==> run_1/placement_by_type.png <==
(4 px per um) Fill, decap, tap and diode cells in grey.
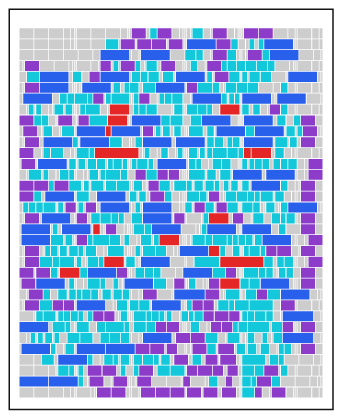
==> run_1/sizes.png <==
(4 px per um)
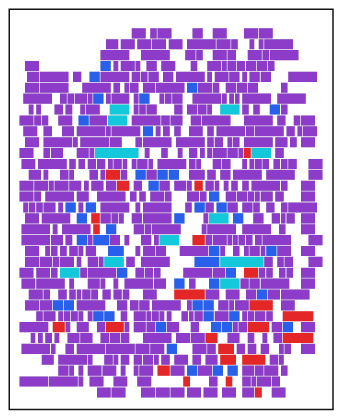
==> run_1/congestion.png <==
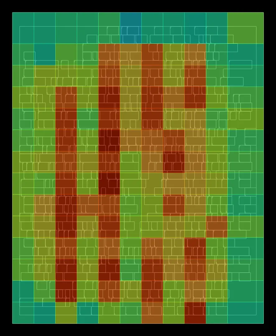
File: config.mk
export PLATFORM = sky130hd
export DESIGN_NAME = cond_logic
export DESIGN_NICKNAME = d
export VERILOG_FILES = /design/src/rtl/cond_logic.sv
export SDC_FILE = /design/constraint.sdc
export NUM_CORES = 1
export LEC_CHECK = 0
export CORE_ASPECT_RATIO = 1.25
export CORE_MARGIN = 2
export CORE_UTILIZATION = 50
export CTS_CLUSTER_DIAMETER = 40
export DETAILED_ROUTE_END_ITERATION = 10
export MAX_ROUTING_LAYER = met4
export PLACE_DENSITY = 0.82
export SYNTH_ARGS = -nofsm -noshare
export SYNTH_HDL_FRONTEND = slang
export SYNTH_SLANG_ARGS = --single-unit
export TNS_END_PERCENT = 20
File: constraint.sdc
create_clock -name CLK -period 2.75 [get_ports CLK]
set_input_delay 0.4125 -clock CLK [delete_from_list [all_inputs] [get_ports CLK]]
set_output_delay 0.4125 -clock CLK [all_outputs]
set_load 0.02 [all_outputs]
File: src/rtl/cond_logic.sv
`default_nettype none
// ============================================================================
// Module      : cond_logic
// Description : ARM conditional-execution stage. Holds NZCV flags, evaluates
//               the condition field, gates decoder strobes, and keeps
//               saturating executed/squashed instruction counters.
// Revision    : 1.0 - initial release
// ============================================================================
module cond_logic #(
    parameter int CNT_W = 32
) (
    input  logic             CLK,
    input  logic             RESET,
    input  logic [3:0]       Cond,
    input  logic [3:0]       ALUFlags,
    input  logic [1:0]       FlagW,
    input  logic             PCS,
    input  logic             RegW,
    input  logic             MemW,
    input  logic             NoWrite,
    input  logic             Stall,
    input  logic             ClrCnt,
    output logic             PCSrc,
    output logic             RegWrite,
    output logic             MemWrite,
    output logic             CondEx,
    output logic [3:0]       Flags,
    output logic [CNT_W-1:0] ExecCount,
    output logic [CNT_W-1:0] SquashCount
);

    localparam logic [CNT_W-1:0] C_CNT_MAX = {CNT_W{1'b1}};

    logic [3:0]       flags_q, flags_d;
    logic [CNT_W-1:0] exec_q, exec_d;
    logic [CNT_W-1:0] squash_q, squash_d;
    logic             w_n, w_z, w_c, w_v;
    logic             w_cond_ex;
    logic             w_gate;

    assign {w_n, w_z, w_c, w_v} = flags_q;

    always_comb begin
        w_cond_ex = 1'b0;
        case (Cond)
            4'b0000: w_cond_ex = w_z;
            4'b0001: w_cond_ex = ~w_z;
            4'b0010: w_cond_ex = w_c;
            4'b0011: w_cond_ex = ~w_c;
            4'b0100: w_cond_ex = w_n;
            4'b0101: w_cond_ex = ~w_n;
            4'b0110: w_cond_ex = w_v;
            4'b0111: w_cond_ex = ~w_v;
            4'b1000: w_cond_ex = w_c & ~w_z;
            4'b1001: w_cond_ex = ~w_c | w_z;
            4'b1010: w_cond_ex = (w_n == w_v);
            4'b1011: w_cond_ex = (w_n != w_v);
            4'b1100: w_cond_ex = ~w_z & (w_n == w_v);
            4'b1101: w_cond_ex = w_z | (w_n != w_v);
            4'b1110: w_cond_ex = 1'b1;
            default: w_cond_ex = 1'b0;
        endcase
    end

    // Strobes are forced low during reset, stall, or a failed condition.
    assign w_gate   = w_cond_ex & ~Stall & RESET;
    assign PCSrc    = PCS & w_gate;
    assign RegWrite = RegW & ~NoWrite & w_gate;
    assign MemWrite = MemW & w_gate;
    assign CondEx   = w_cond_ex;

    always_comb begin
        flags_d  = flags_q;
        exec_d   = exec_q;
        squash_d = squash_q;
        if (!Stall && w_cond_ex) begin
            if (FlagW[1]) flags_d[3:2] = ALUFlags[3:2];
            if (FlagW[0]) flags_d[1:0] = ALUFlags[1:0];
        end
        if (ClrCnt) begin
            exec_d   = '0;
            squash_d = '0;
        end else if (!Stall) begin
            if (w_cond_ex) begin
                if (exec_q != C_CNT_MAX) exec_d = exec_q + CNT_W'(1);
            end else begin
                if (squash_q != C_CNT_MAX) squash_d = squash_q + CNT_W'(1);
            end
        end
    end

    always_ff @(posedge CLK) begin
        if (!RESET) begin
            flags_q  <= 4'b0000;
            exec_q   <= '0;
            squash_q <= '0;
        end else begin
            flags_q  <= flags_d;
            exec_q   <= exec_d;
            squash_q <= squash_d;
        end
    end

    assign Flags       = flags_q;
    assign ExecCount   = exec_q;
    assign SquashCount = squash_q;

endmodule
`default_nettype wire

==> results_tabular.tex, run 1 <==
% Table of physical implementation metrics
\begin{tabular}{lr}
\hline
Metric & Value \\
\hline
\multicolumn{2}{l}{\textbf{Logic synthesis}} \\
Yosys stat cell total & 463 \\
Syn Std Cell Area & 0.00366 mm\^{}2 \\
Top cells by instance count after synthesis & dfxtp\_1 (68), nand2\_1 (52), nor2\_1 (39), a21oi\_1 (34) \\
Largest cells by area after synthesis & dfxtp\_1 (37\%), nand2\_1 (5.3\%), a21oi\_1 (4.6\%) \\
Count of synthesis-stage warnings from yosys & 0 \\
Fraction of registers with async set or reset after synthesis & 0\% \\
Cell with the most instances after synthesis & dfxtp\_1 \\
Area reported by Yosys stat & approximately 0.0037 mm\^{}2 \\
Cell type with the largest total area & dfxtp\_1 \\
Syn avg cell area & approximately 8 um\^{}2 \\
Count of library flops with an enable pin & 0 \\
Register share after synthesis & a little under two fifths \\
Area leader share & a little under two fifths \\
Prevailing post-synth register cell & dfxtp\_1 \\
Synthesized registers & just under 70 \\
\multicolumn{2}{l}{\textbf{Route}} \\
DRC Markers & 0 \\
Per-cell via count in the routed design & between 5 and 6 \\
1st-iter DRT viols & 205 \\
Routed vias & between 4000 and 5000 \\
\multicolumn{2}{l}{\textbf{Timing}} \\
Final critical-path share of the clock period & a little over nine tenths \\
Unrepaired setup endpoints after global routing & no \\
Slew Limit Fails & 0 \\
Final tally of setup violations & 0 \\
Layout Skew & roughly 0.013 ns \\
Setup\_tns & 0 ns \\
Highest achievable clock rate & 373 MHz \\
Time the final worst path needs with I/O delays and setup & 2.68 ns \\
\multicolumn{2}{l}{\textbf{Finish}} \\
Filler Cells Inserted & between 500 and 600 \\
Area growth from synthesis to layout & 39.5\% \\
Final core area utilization & between 70 and 80\% \\
Fraction of final layout cells with drive strength greater than 1 & between 10 and 15\% \\
Diode count & 0 \\
Final-stage net count & around 600 \\
\multicolumn{2}{l}{\textbf{Worst setup path}} \\
Kind of launch point of the worst setup path & primary input \\
Kind of end point of the critical path & output port \\
Maximum fanout along the worst path & 7 \\
Arrival time reported for the critical path endpoint & roughly 2.3 ns \\
Critical path class & in -> out \\
\multicolumn{2}{l}{\textbf{Min path}} \\
Worst Hold Class & reg -> reg \\
\multicolumn{2}{l}{\textbf{Floorplan}} \\
Area of the placeable core & approximately 0.007 mm\^{}2 \\
Starting utilization of the core area & between 50\% and 60\% \\
Chip Height & approximately 100 um \\
Die width & 80.6 um \\
Boundary Pins & roughly 90 \\
\multicolumn{2}{l}{\textbf{Power}} \\
Proportion of total power due to net switching & 24.4\% \\
Reported leakage power & between 1.5 and 2 nW \\
Worst vdd ir & 379 uV \\
Fraction of power consumed by the clock network & between 40\% and 50\% \\
Combinational group share of total power & 11.2\% \\
Power per Cell Area & approximately 410 mW/mm\^{}2 \\
\multicolumn{2}{l}{\textbf{Global route}} \\
GRT Overall Usage & a little over a quarter \\
Initial antenna violation count & 0 \\
Largest net degree at the start of global routing & 21 \\
Global-route wire length before repair & approximately 17 mm \\
Via count of the first global-routing pass & 3765 \\
Total global routing overflow & 0 \\
\multicolumn{2}{l}{\textbf{Run status}} \\
Result of the run & finished, final reports clean \\
\multicolumn{2}{l}{\textbf{Clock tree}} \\
Htree depth & 3 \\
Number of buffers on the longest clock path & 2 \\
Number of buffers created by CTS & 9 \\
Hold-fix buffers at CTS & 0 \\
\multicolumn{2}{l}{\textbf{Job}} \\
Number of OpenROAD warnings & 26 \\
Tally of max-capacitance violations & 0 \\
\hline
\end{tabular}
Notes on placement_by_type.png above:
[cyan] combinational and other logic | cells: 369
[red] clock drivers and dummy loads | cells: 15
[purple] other buffers and delay cells | cells: 133
[blue] flops | cells: 68
Seq area share: 26.7%
total number of placement rows: 34

Notes on sizes.png above:
[blue] _3 and _4 cells | cells: 48 | share: 8.2% | most used: buf_4
[red] _2 cells | cells: 23 | share: 3.9%
[cyan] _6 and larger | cells: 11 | share: 1.9% | most used: clkbuf_8
[purple] _0 and _1 cells | cells: 503 | share: 86% | most used: clkdlybuf4s50_1
total of plain and repair buffers excluding clock buffers: 133
smallest setup slack after layout: 0.0676 ns

Notes on congestion.png above:
met1 usage in global routing: 31.6%
routed length per instance: 15.5 um

run 1: worst paths after layout:
check / from / endpoint / slack, ns
min: SquashCount[18] / SquashCount[18] / 0.50
min reg2reg: SquashCount[18] / SquashCount[18] / 0.50
max reg2reg: Flags[0] / SquashCount[23] / 0.16
max: Cond[0] / MemWrite / 0.07
run 1: through the flow:
step	power [W]	hold WS (ns)	instances	area, um^2
3_5_place_dp	0.00125	0.486	660	4890
5_1_grt	0.00218	0.534	675	5110
4_1_cts	0.00211	0.498	675	5090
2_1_floorplan	0.00113	0.553	463	3660
3_3_place_gp	0.00124	0.477	660	4890
6_report	0.00211	0.503	675	5110
run 1: worst max-delay path, cell delays in order:
cell and delay [ns]:
clkdlybuf4s15_1 0.28, nor4bb_2 0.31, a221oi_1 0.08, o22ai_1 0.18
and3b_2 0.26, a21oi_2 0.16, buf_4 0.16, and3_1 0.15
clkdlybuf4s15_2 0.26
run 1: per-layer routing:
layer	track usage (%)	part of all wire, %
met5	-	0
met4	8.34	1.5
met3	5.44	4.4
met2	46.7	52
met1	31.6	42
run 1: layout by cell type, fill, tap and decap left out, types with 3 or more instances in the layout:
cell	instances
mux2i_1	3
buf_4	44
a31oi_1	5
nand3_1	18
nor4_1	6
inv_1	10
or4_1	22
clkbuf_8	9
a41o_1	4
and4_1	9
or3_1	14
a21oi_1	33
nor2b_1	4
xor2_1	5
o31ai_1	13
a31o_2	3
nand4_1	18
o21bai_1	4
o21ai_0	22
and2_1	4
nand2b_1	5
clkdlybuf4s50_1	81
nor2_1	39
o211ai_1	3
nor3_1	14
dfxtp_1	65
xnor2_1	15
dfxtp_2	3
and3_1	10
nand2_1	52
run 1: repair_timing:
item                                    CTS  global route
pin swaps                                 2             2
gates resized                            15            14
endpoints found under the setup margin    6             5
run 1: registers in the layout, summed over array words and instances (netlist names):
signal and flops:
ExecCount 32, Flags 4, SquashCount 32
run 1: cells by family (layout without fill, tap and decap cells):
group	Yosys count	in the layout	synth area share [%]
DFF	68	68	37.2
muxes	3	3	0.820
adders and majority gates	2	2	0.683
and+or+nand+nor	232	232	34.7
buffers and inverters	36	158	4.10
AOI/OAI and AO/OA	102	102	17.7
xor gates and xnor gates	20	20	4.78
run 1: power groups by stage:
| stage | clock network [W] | registers (W) | logic (W) |
|---|---|---|---|
| after floorplan | 0 | 0.00102 | 0.000109 |
| after global placement | 0 | 0.00102 | 0.000227 |
| after detailed placement | 0 | 0.00102 | 0.000233 |
| after CTS | 0.000888 | 0.000995 | 0.000232 |
| after global routing | 0.000930 | 0.000996 | 0.000252 |
| final | 0.000883 | 0.000996 | 0.000236 |
run 1: area by class of cell:
class	count	area [um^2]	share of cell area [%]
inverter	10	37.5	0.735
multi-input combinational	359	2180	42.7
clock buffer	10	128	2.50
tap	90	113	2.20
clock inverter	5	77.6	1.52
timing repair buffer	133	1210	23.6
sequential	68	1370	26.7
==> run_1/logic_types.png <==
(4 px per um)
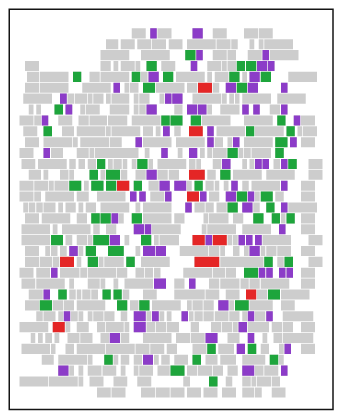

==> run 2: changes to the inputs <==
Settings changed: SKIP_CTS_REPAIR_TIMING from default to 1.
==> run_2/logic_types.png <==
(4 px per um)
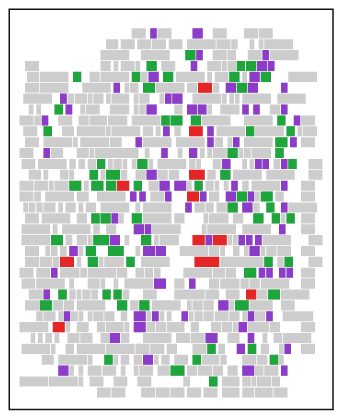
[red] AND-OR and OR-AND gates | cells: 11 | most used: a41o_1
[green] AND and OR gates | cells: 68 | most used: or4_1
[purple] inverting AOI/OAI gates | cells: 91 | most used: a21oi_1
fin cells: 675
fraction of area in multi-input gates: 42.5%
most frequently placed logic cell in the final layout: clkdlybuf4s50_1

==> run_2/placement_by_type.png <==
(4 px per um) Fill, decap, tap and diode cells in grey.
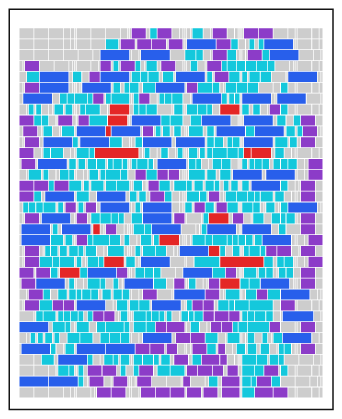
[purple] other buffers and delay cells | cells: 133
[blue] flops | cells: 68
[cyan] combinational and other logic | cells: 369
[red] clock drivers and dummy loads | cells: 15
final core area utilization: 72.9%
cell area after layout: 0.00511 mm^2
Seq area share: 26.7%

==> run_2/sizes.png <==
(4 px per um)
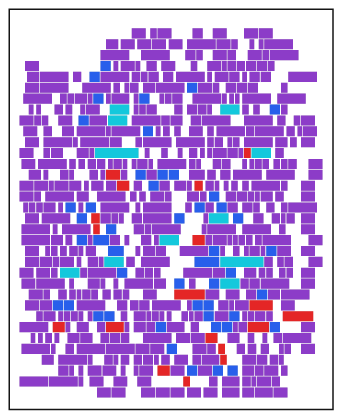
[purple] _0 and _1 cells | cells: 508 | share: 87% | most used: clkdlybuf4s50_1
[blue] _3 and _4 cells | cells: 48 | share: 8.2% | most used: buf_4
[cyan] _6 and larger | cells: 11 | share: 1.9% | most used: clkbuf_8
[red] _2 cells | cells: 18 | share: 3.1%
area growth from synthesis to layout: 39.6%
smallest setup slack after layout: 0.149 ns

==> results_tabular.tex, run 2 <==
% Table of physical implementation metrics
\begin{tabular}{lr}
\hline
Metric & Value \\
\hline
\multicolumn{2}{l}{\textbf{Global route}} \\
Via count of the first global-routing pass & about 3800 \\
Initial antenna violation count & 0 \\
Total global routing overflow & 0 \\
GRT Overall Usage & approximately 27\% \\
Global-route wire length before repair & 17.1 mm \\
Largest net degree at the start of global routing & 21 \\
\multicolumn{2}{l}{\textbf{Timing}} \\
Layout Skew & roughly 0.009 ns \\
Highest achievable clock rate & slightly below 400 MHz \\
Tightest Pin Transition & 0.440 ns \\
Final critical-path share of the clock period & a little over nine tenths \\
Relative slew margins & between 70\% and 80\% \\
Time the final worst path needs with I/O delays and setup & 2.60 ns \\
Final tally of setup violations & 0 \\
Unrepaired setup endpoints after global routing & no \\
Slew Limit Fails & 0 \\
\multicolumn{2}{l}{\textbf{Finish}} \\
Register cell area after layout & 0.00136 mm\^{}2 \\
Filler Cells Inserted & roughly 570 \\
Final-stage net count & between 600 and 700 \\
Fraction of final layout cells with drive strength greater than 1 & approximately an eighth \\
Combinational gate area & between 0.002 and 0.0025 mm\^{}2 \\
Leading cell types in the layout, fill and taps excluded & clkdlybuf4s50\_1 (81), dfxtp\_1 (66), nand2\_1 (52) \\
Diode count & 0 \\
\multicolumn{2}{l}{\textbf{Logic synthesis}} \\
Distinct lib cells & $\sim$53 \\
Cell type with the largest total area & dfxtp\_1 \\
Count of library flops with an enable pin & 0 \\
Yosys stat cell total & 463 \\
Area reported by Yosys stat & 0.00366 mm\^{}2 \\
Prevailing post-synth register cell & dfxtp\_1 \\
Fraction of registers with async set or reset after synthesis & 0\% \\
Area leader share & a little under two fifths \\
Syn avg cell area & roughly 8 um\^{}2 \\
Count of synthesis-stage warnings from yosys & 0 \\
Cell with the most instances after synthesis & dfxtp\_1 \\
Syn Std Cell Area & $\sim$0.0037 mm\^{}2 \\
Top cells by instance count after synthesis & dfxtp\_1 (68), nand2\_1 (52), nor2\_1 (39), a21oi\_1 (34) \\
Largest cells by area after synthesis & dfxtp\_1 (37\%), nand2\_1 (5.3\%), a21oi\_1 (4.6\%) \\
Synthesized registers & $\sim$70 \\
Register share after synthesis & between 30\% and 40\% \\
\multicolumn{2}{l}{\textbf{Worst setup path}} \\
Worst path required time & approximately 2.3 ns \\
Critical register-to-register path startpoint & Flags[0] \\
Crit-path cells & nor4b\_2 > a21o\_1 > a31oi\_1 > and3b\_1 > a21oi\_2 > buf\_4 > and4b\_1 > clkbuf\_2 \\
Max stage delay on crit path & $\sim$0.38 ns \\
Kind of launch point of the worst setup path & flop \\
Start point of the critical path & Flags[2] \\
Maximum fanout along the worst path & 7 \\
Arrival time reported for the critical path endpoint & between 2 and 2.5 ns \\
Cell with the biggest individual delay on the critical path & dfxtp\_1 \\
Worst reg-to-reg setup slack & $\sim$0.17 ns \\
Kind of end point of the critical path & output port \\
Critical path class & reg -> out \\
\multicolumn{2}{l}{\textbf{Route}} \\
1st-iter DRT viols & $\sim$220 \\
Max layer used & met4 \\
Routed met1 length & about 4.4 mm \\
Wire length on met3 & 412 um \\
Drt pass-1 iters & 5 \\
DRC Markers & 0 \\
Routed vias & 4008 \\
Per-cell via count in the routed design & 5.94 \\
WL met2 & 5.41 mm \\
Remaining antenna violation count & 0 \\
Final routed wirelength across all metal layers & 10.4 mm \\
Routed length per instance & $\sim$15 um \\
\multicolumn{2}{l}{\textbf{Floorplan}} \\
Starting utilization of the core area & 52.2\% \\
Die Size & approximately 0.008 mm\^{}2 \\
Die width & around 81 um \\
Area of the placeable core & between 0.007 and 0.008 mm\^{}2 \\
Chip Height & around 100 um \\
Total number of placement rows & 34 \\
Boundary Pins & roughly 90 \\
\multicolumn{2}{l}{\textbf{Run status}} \\
Result of the run & finished, final reports clean \\
\multicolumn{2}{l}{\textbf{Power}} \\
Reported leakage power & roughly 1.8 nW \\
Worst vdd ir & approximately 370 uV \\
Power per Cell Area & 413 mW/mm\^{}2 \\
\multicolumn{2}{l}{\textbf{Min path}} \\
Worst hold start & SquashCount[18] \\
Worst Hold Class & reg -> reg \\
\multicolumn{2}{l}{\textbf{Clock tree}} \\
\# clock sinks & around 70 \\
Clock-pin slew on the worst setup and hold paths & 0.08 ns \\
Latency at later pin & 0.34 ns \\
Number of buffers created by CTS & 9 \\
Number of buffers on the longest clock path & 2 \\
Htree depth & 3 \\
Clock tree from TritonCTS & built \\
Buffer cell driving the clock tree root & clkbuf\_8 \\
\multicolumn{2}{l}{\textbf{Placement}} \\
Count of input and output buffers & 89 \\
Detailed Place HPWL & around 7.6 mm \\
Pre-CTS WS & -0.626 ns \\
Last weighted congestion value of the routability-driven placer & between 0.8 and 0.9 \\
\multicolumn{2}{l}{\textbf{Job}} \\
Tally of max-capacitance violations & 0 \\
Number of OpenROAD warnings & 26 \\
\hline
\end{tabular}
run 2: cell count changes in the layout (fill, tap and decap cells not counted), sizes merged:
| cell | delta |
|---|---|
| clkbuf | +1 |
| dlygate4sd2 | -2 |
| clkdlybuf4s15 | -3 |
| dlymetal6s2s | +5 |
| buf | -1 |
run 2: power by group:
| group | switching (W) | internal, W |
|---|---|---|
| Sequential | 0.00000644 | 0.000989 |
| Combinational | 0.000129 | 0.000107 |
| Clock | 0.000376 | 0.000503 |
run 2: final cells by class:
type / instances / share of cell area, %
well taps: 90 / 2.20
clock inverters: 5 / 1.52
inverters: 10 / 0.734
flip-flops and latches: 68 / 26.7
repair buffers: 133 / 23.8
multi-input cells: 359 / 42.5
clock buffers: 10 / 2.50
run 2: per-layer routing:
layer	GRT usage (%)	vias to the layer above
li1	-	1957
met1	31.6	1935
met2	46.7	105
met3	5.44	11
met4	8.34	0
met5	-	-
run 2: path summary, 6_finish.rpt:
kind | depth (start not counted) | end
setup / recovery | 8 | RegWrite
hold / removal | 2 | SquashCount[18]
hold reg to reg | 2 | SquashCount[18]
setup reg to reg | 9 | SquashCount[23]
run 2: worst max-delay path, delay by kind of cell, from the launching register on:
| family | cells | cell delay, ns |
|---|---|---|
| flops | 1 | 0.38 |
| simple gates | 3 | 0.74 |
| buf+inv | 2 | 0.32 |
| compound gates | 3 | 0.42 |
run 2: metrics by stage:
stage,hold WS [ns],TNS [ns],power [W],area (um^2),std cells
floorplan,0.553,0,0.00113,3660,463
global placement,0.477,-6.53,0.00124,4890,660
detailed placement,0.486,-10.40,0.00125,4890,660
CTS,0.498,-2.16,0.00212,5090,675
global route,0.534,0,0.00218,5110,675
finish,0.503,0,0.00211,5110,675
run 2: cells by family after synthesis:
logic type | Yosys count | synth area share, %
AOI/OAI and AO/OA | 102 | 17.7
buffers and inverters | 36 | 4.10
xor gates and xnor gates | 20 | 4.78
adders and majority gates | 2 | 0.683
muxes | 3 | 0.820
and+or+nand+nor | 232 | 34.7
DFF | 68 | 37.2
Power is estimated from default activity; no workload was simulated.
